[src/rtl/hilo_pkg.sv]
// Shared types and defaults for the HI/LO mult/div sequencer.
package hilo_pkg;

  // Width of the RUN-phase cycle counter; must hold the longest limit.
  localparam int CNT_W = 6;

  // Engine latencies: RUN cycles before engine Hi/Lo are valid.
  localparam int DEF_MULT_CYCLES = 32;
  localparam int DEF_DIV_CYCLES  = 33;

  typedef enum logic [1:0] {
    IDLE    = 2'd0,
    CLEAR   = 2'd1,
    RUN     = 2'd2,
    CAPTURE = 2'd3
  } state_t;

  // Engine control encoding; also the legal op_sel values.
  typedef enum logic [1:0] {
    OP_NONE = 2'd0,
    OP_MULT = 2'd1,
    OP_DIV  = 2'd2
  } op_t;

  // Only mult and div start the engine; 0 and 3 are dropped.
  function automatic logic is_legal_op(input logic [1:0] sel);
    return (sel == OP_MULT) || (sel == OP_DIV);
  endfunction

endpackage

[src/rtl/hilo_cycle_cnt.sv]
// Loadable up-counter with clear and a terminal-count compare, used to
// time the RUN phase of the mult/div engine.
module hilo_cycle_cnt
  import hilo_pkg::*;
(
  input  logic             clk,
  input  logic             reset,
  input  logic             clr,
  input  logic             load,
  input  logic [CNT_W-1:0] load_val,
  input  logic             en,
  input  logic [CNT_W-1:0] limit,
  output logic             tc
);

  logic [CNT_W-1:0] cnt;

  // Count register: clear beats load beats increment.
  always_ff @(posedge clk) begin
    // NOTE: clocked state uses non-blocking (<=) so every flop sees pre-edge values.
    if (!reset || clr) begin
      cnt <= '0;
    end else if (load) begin
      cnt <= load_val;
    end else if (en) begin
      cnt <= cnt + 1'b1;
    end
  end

  // Exact-equality compare: the owner stops counting here, so no wrap is possible.
  assign tc = (cnt == limit);

endmodule

[src/rtl/hilo_ctrl.sv]
// Sequencer between the control unit and the iterative mult/div engine.
// Clears the engine, drives its control for the required cycle count,
// captures engine Hi/Lo into HI/LO, serves mthi/mtlo and aborts on divide
// by zero.
// Build option HILO_BYPASS_EN: when defined, hi/lo forward the engine
// results combinationally during CAPTURE so they are readable in the
// op_done cycle; otherwise hi/lo are pure register outputs.
module hilo_ctrl
  import hilo_pkg::*;
#(
  parameter int MULT_CYCLES = DEF_MULT_CYCLES,
  parameter int DIV_CYCLES  = DEF_DIV_CYCLES
) (
  input  logic        clk,
  input  logic        reset,
  input  logic        op_start,
  input  logic [1:0]  op_sel,
  output logic        op_busy,
  output logic        op_done,
  output logic        div_zero_exc,
  output logic        md_clr,
  output logic [1:0]  md_ctrl,
  input  logic [31:0] md_hi,
  input  logic [31:0] md_lo,
  input  logic        md_divzero,
  input  logic        wr_hi,
  input  logic        wr_lo,
  input  logic [31:0] wr_data,
  output logic [31:0] hi,
  output logic [31:0] lo
);

  // Counter runs 0..N-1 across the N RUN cycles, so the terminal value is N-1.
  localparam logic [CNT_W-1:0] MULT_LIM = CNT_W'(MULT_CYCLES - 1);
  localparam logic [CNT_W-1:0] DIV_LIM  = CNT_W'(DIV_CYCLES - 1);

  state_t           state, state_nxt;
  op_t              op_q;
  logic [31:0]      hi_q, lo_q;
  logic             cnt_clr, cnt_load, cnt_en, cnt_tc;
  logic [CNT_W-1:0] cnt_limit;

  assign cnt_limit = (op_q == OP_DIV) ? DIV_LIM : MULT_LIM;

  hilo_cycle_cnt u_cnt (
    .clk      (clk),
    .reset    (reset),
    .clr      (cnt_clr),
    .load     (cnt_load),
    .load_val ('0),
    .en       (cnt_en),
    .limit    (cnt_limit),
    .tc       (cnt_tc)
  );

  // State register and the op latched when a request is accepted.
  always_ff @(posedge clk) begin
    if (!reset) begin
      state <= IDLE;
      op_q  <= OP_NONE;
    end else begin
      state <= state_nxt;
      if (state == IDLE && op_start && is_legal_op(op_sel)) begin
        op_q <= op_t'(op_sel);
      end
    end
  end

  // Next-state and engine-side controls, all decoded from the current state.
  always_comb begin
    // NOTE: every output gets a default first so no path can infer a latch.
    state_nxt    = state;
    md_clr       = 1'b0;
    md_ctrl      = OP_NONE;
    op_done      = 1'b0;
    div_zero_exc = 1'b0;
    cnt_clr      = 1'b0;
    cnt_load     = 1'b0;
    cnt_en       = 1'b0;
    unique case (state)
      IDLE: begin
        if (op_start && is_legal_op(op_sel)) begin
          state_nxt = CLEAR;
        end
      end
      CLEAR: begin
        md_clr    = 1'b1;
        cnt_load  = 1'b1;
        state_nxt = RUN;
      end
      RUN: begin
        md_ctrl = op_q;
        if (op_q == OP_DIV && md_divzero) begin
          // Abort: flag the exception now, drop the engine next cycle.
          div_zero_exc = 1'b1;
          cnt_clr      = 1'b1;
          state_nxt    = IDLE;
        end else if (cnt_tc) begin
          cnt_clr   = 1'b1;
          state_nxt = CAPTURE;
        end else begin
          cnt_en = 1'b1;
        end
      end
      CAPTURE: begin
        op_done   = 1'b1;
        state_nxt = IDLE;
      end
      default: state_nxt = IDLE;
    endcase
  end

  assign op_busy = (state != IDLE);

  // HI/LO registers: engine capture has priority over mthi/mtlo in CAPTURE.
  always_ff @(posedge clk) begin
    if (!reset) begin
      hi_q <= '0;
      lo_q <= '0;
    end else if (state == CAPTURE) begin
      hi_q <= md_hi;
      lo_q <= md_lo;
    end else begin
      if (wr_hi) hi_q <= wr_data;
      if (wr_lo) lo_q <= wr_data;
    end
  end

`ifdef HILO_BYPASS_EN
  assign hi = (state == CAPTURE) ? md_hi : hi_q;
  assign lo = (state == CAPTURE) ? md_lo : lo_q;
`else
  assign hi = hi_q;
  assign lo = lo_q;
`endif

endmodule

[config.mk]
export PLATFORM = sky130hd
export DESIGN_NAME = hilo_ctrl
export DESIGN_NICKNAME = d
export VERILOG_FILES = /design/src/rtl/hilo_pkg.sv /design/src/rtl/hilo_cycle_cnt.sv /design/src/rtl/hilo_ctrl.sv
export SDC_FILE = /design/constraint.sdc
export NUM_CORES = 1
export LEC_CHECK = 0
export CELL_PAD_IN_SITES_DETAIL_PLACEMENT = 0
export CELL_PAD_IN_SITES_GLOBAL_PLACEMENT = 1
export CORE_MARGIN = 2
export CORE_UTILIZATION = 32
export DETAILED_ROUTE_END_ITERATION = 12
export PLACE_DENSITY_LB_ADDON = 0.25
export SLEW_MARGIN = 20
export SYNTH_ARGS = -nofsm -noshare
export SYNTH_HDL_FRONTEND = slang
export SYNTH_SLANG_ARGS = --single-unit
export TNS_END_PERCENT = 1
[constraint.sdc]
create_clock -name clk -period 3.45 [get_ports clk]
set_clock_uncertainty 0.2 [all_clocks]
set_input_delay 0.69 -clock clk [delete_from_list [all_inputs] [get_ports clk]]
set_output_delay 0.69 -clock clk [all_outputs]
set_load 0.02 [all_outputs]
==> results.txt <==
flow finished, numbers: WHS 0.308 ns, cell with the most instances after synthesis dfxtp_1, status completed, total of max-cap violations 0, CP startpoint kind primary input, CTS sink count 74, Synth cell types 29, Routed WL 10.3 mm, Post-synth ARST share 0%, ys cells 352, vias per cell 4.88, YS chip area 3530 µm², Critical Path Fanout Max 3, combinational gate area 1920 µm², clock buffer depth 2, Setup WS pre-CTS 0.612 ns, # diodes 0, largest net degree at the start of global routing 97, Peak VDD IR 0.167 mV, Area Growth Syn to Fin 57.1%, Nets 616, sw power 0.594 mW, Iter 0 DRT Violations 150, Setup TNS 0 ns, WS Path Type primary input to output pin, period utilization 82.3%, Die Span X 109 µm, total gr overflow 0, placed insts 640, placed instance area 5350 µm², Synth Instances 352, die area 11900 µm², Leak 2.86 nW, final hold vios 0, Sw Ratio 27.4%, layout cells sized above 1 7.17%, Flops after synth 74, total power draw 2.17 mW, via count 3198, Comb power frac 24.1%, setup ws final 0.611 ns, Top cell excl fill/tap clkdlybuf4s50_1, DRT Pass-1 Iters 4, Post-synth top cells 74 x dfxtp_1, 69 x nand2_1, 65 x mux2i_1, 64 x o211a_1, 24 x clkbuf_1, clock power share 32.4%, Seq share, synth 41.9%
[registers in the layout, indices dropped and copies added (netlist names)]
register,cells
hi,32
lo,32
op_q,2
state,2
u_cnt.cnt,6
[power groups by stage]
stage	Clock (mW)	Combinational, mW	Sequential (mW)
4_1_cts	0.734	0.528	0.945
5_1_grt	0.768	0.564	0.952
3_5_place_dp	0	0.525	0.964
2_1_floorplan	0	0.191	1.02
3_3_place_gp	0	0.518	0.961
6_report	0.703	0.522	0.944
[layout make-up]
cell class / count / share of cell area [%]
Sequential cell: 74 / 26.7
Clock buffer: 11 / 2.73
Multi-Input combinational cell: 244 / 34.5
Tap cell: 140 / 3.16
Inverter: 3 / 0.203
Clock inverter: 5 / 0.947
Timing Repair Buffer: 179 / 31.7
[cell families after synthesis]
group           count (synthesis)  synth area share [%]
compound gates                 73                  20.0
xor+xnor                        6                  1.49
fa+ha+maj                       1                 0.354
buf+inv                        34                  4.04
flops                          74                  41.9
mux                            65                  18.4
simple gates                   99                  13.8
[path summary, 6_finish.rpt]
| check | from | end | slack, ns | cells after the start |
|---|---|---|---|---|
| min | op_q[1] | op_q[1] | 0.31 | 2 |
| min reg2reg | op_q[1] | op_q[1] | 0.31 | 2 |
| max | md_divzero | div_zero_exc | 0.61 | 3 |
| max reg2reg | state[0] | lo[1] | 1.36 | 4 |
[worst max-delay path, cell delays in order]
cell,delay (ns)
clkdlybuf4s50_1,0.50
and3_1,0.16
clkdlybuf4s50_1,0.60
[per-layer routing]
| layer | GRT usage (%) | vias up | share of wire (%) |
|---|---|---|---|
| li1 | - | 1582 | - |
| met1 | 20.8 | 1482 | 44 |
| met2 | 27.5 | 121 | 45 |
| met3 | 6.46 | 13 | 9.8 |
| met4 | 7.42 | 0 | 1.5 |
| met5 | 0 | - | 0 |
### Cells colored by class

Scale bar: 20 µm. Fill, decap, tap and diode cells in gray.
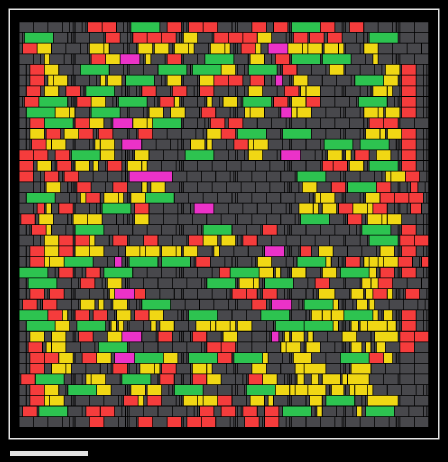
color	class	cells	share of their area
magenta	clock drivers and dummy loads	16	3.8%
red	remaining buffers and delay cells	179	33%
green	registers	74	28%
yellow	remaining logic cells	247	36%

### Placed standard cells

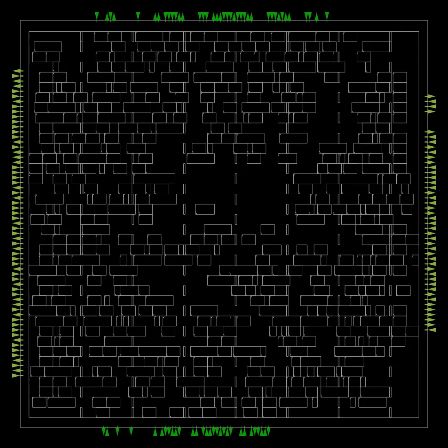
core area: 10800 µm²
Non-Filler Instances: 656
filler cell count: 1044
row cnt: 38

### Metal layers overlaid

Scale bar: 20 µm.
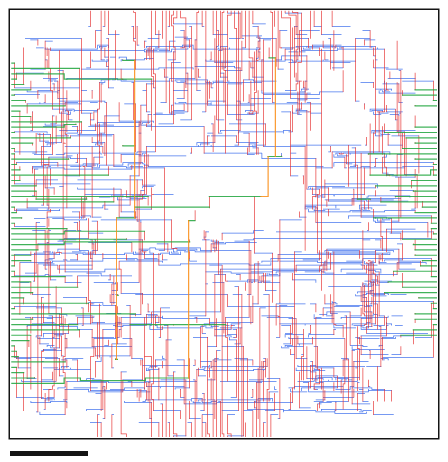
color	layer	wire length
blue	M1	4490 µm
orange	M4	154 µm
green	M3	1010 µm
red	M2	4640 µm

No activity file was given, so power comes from the tool's default toggle rates.
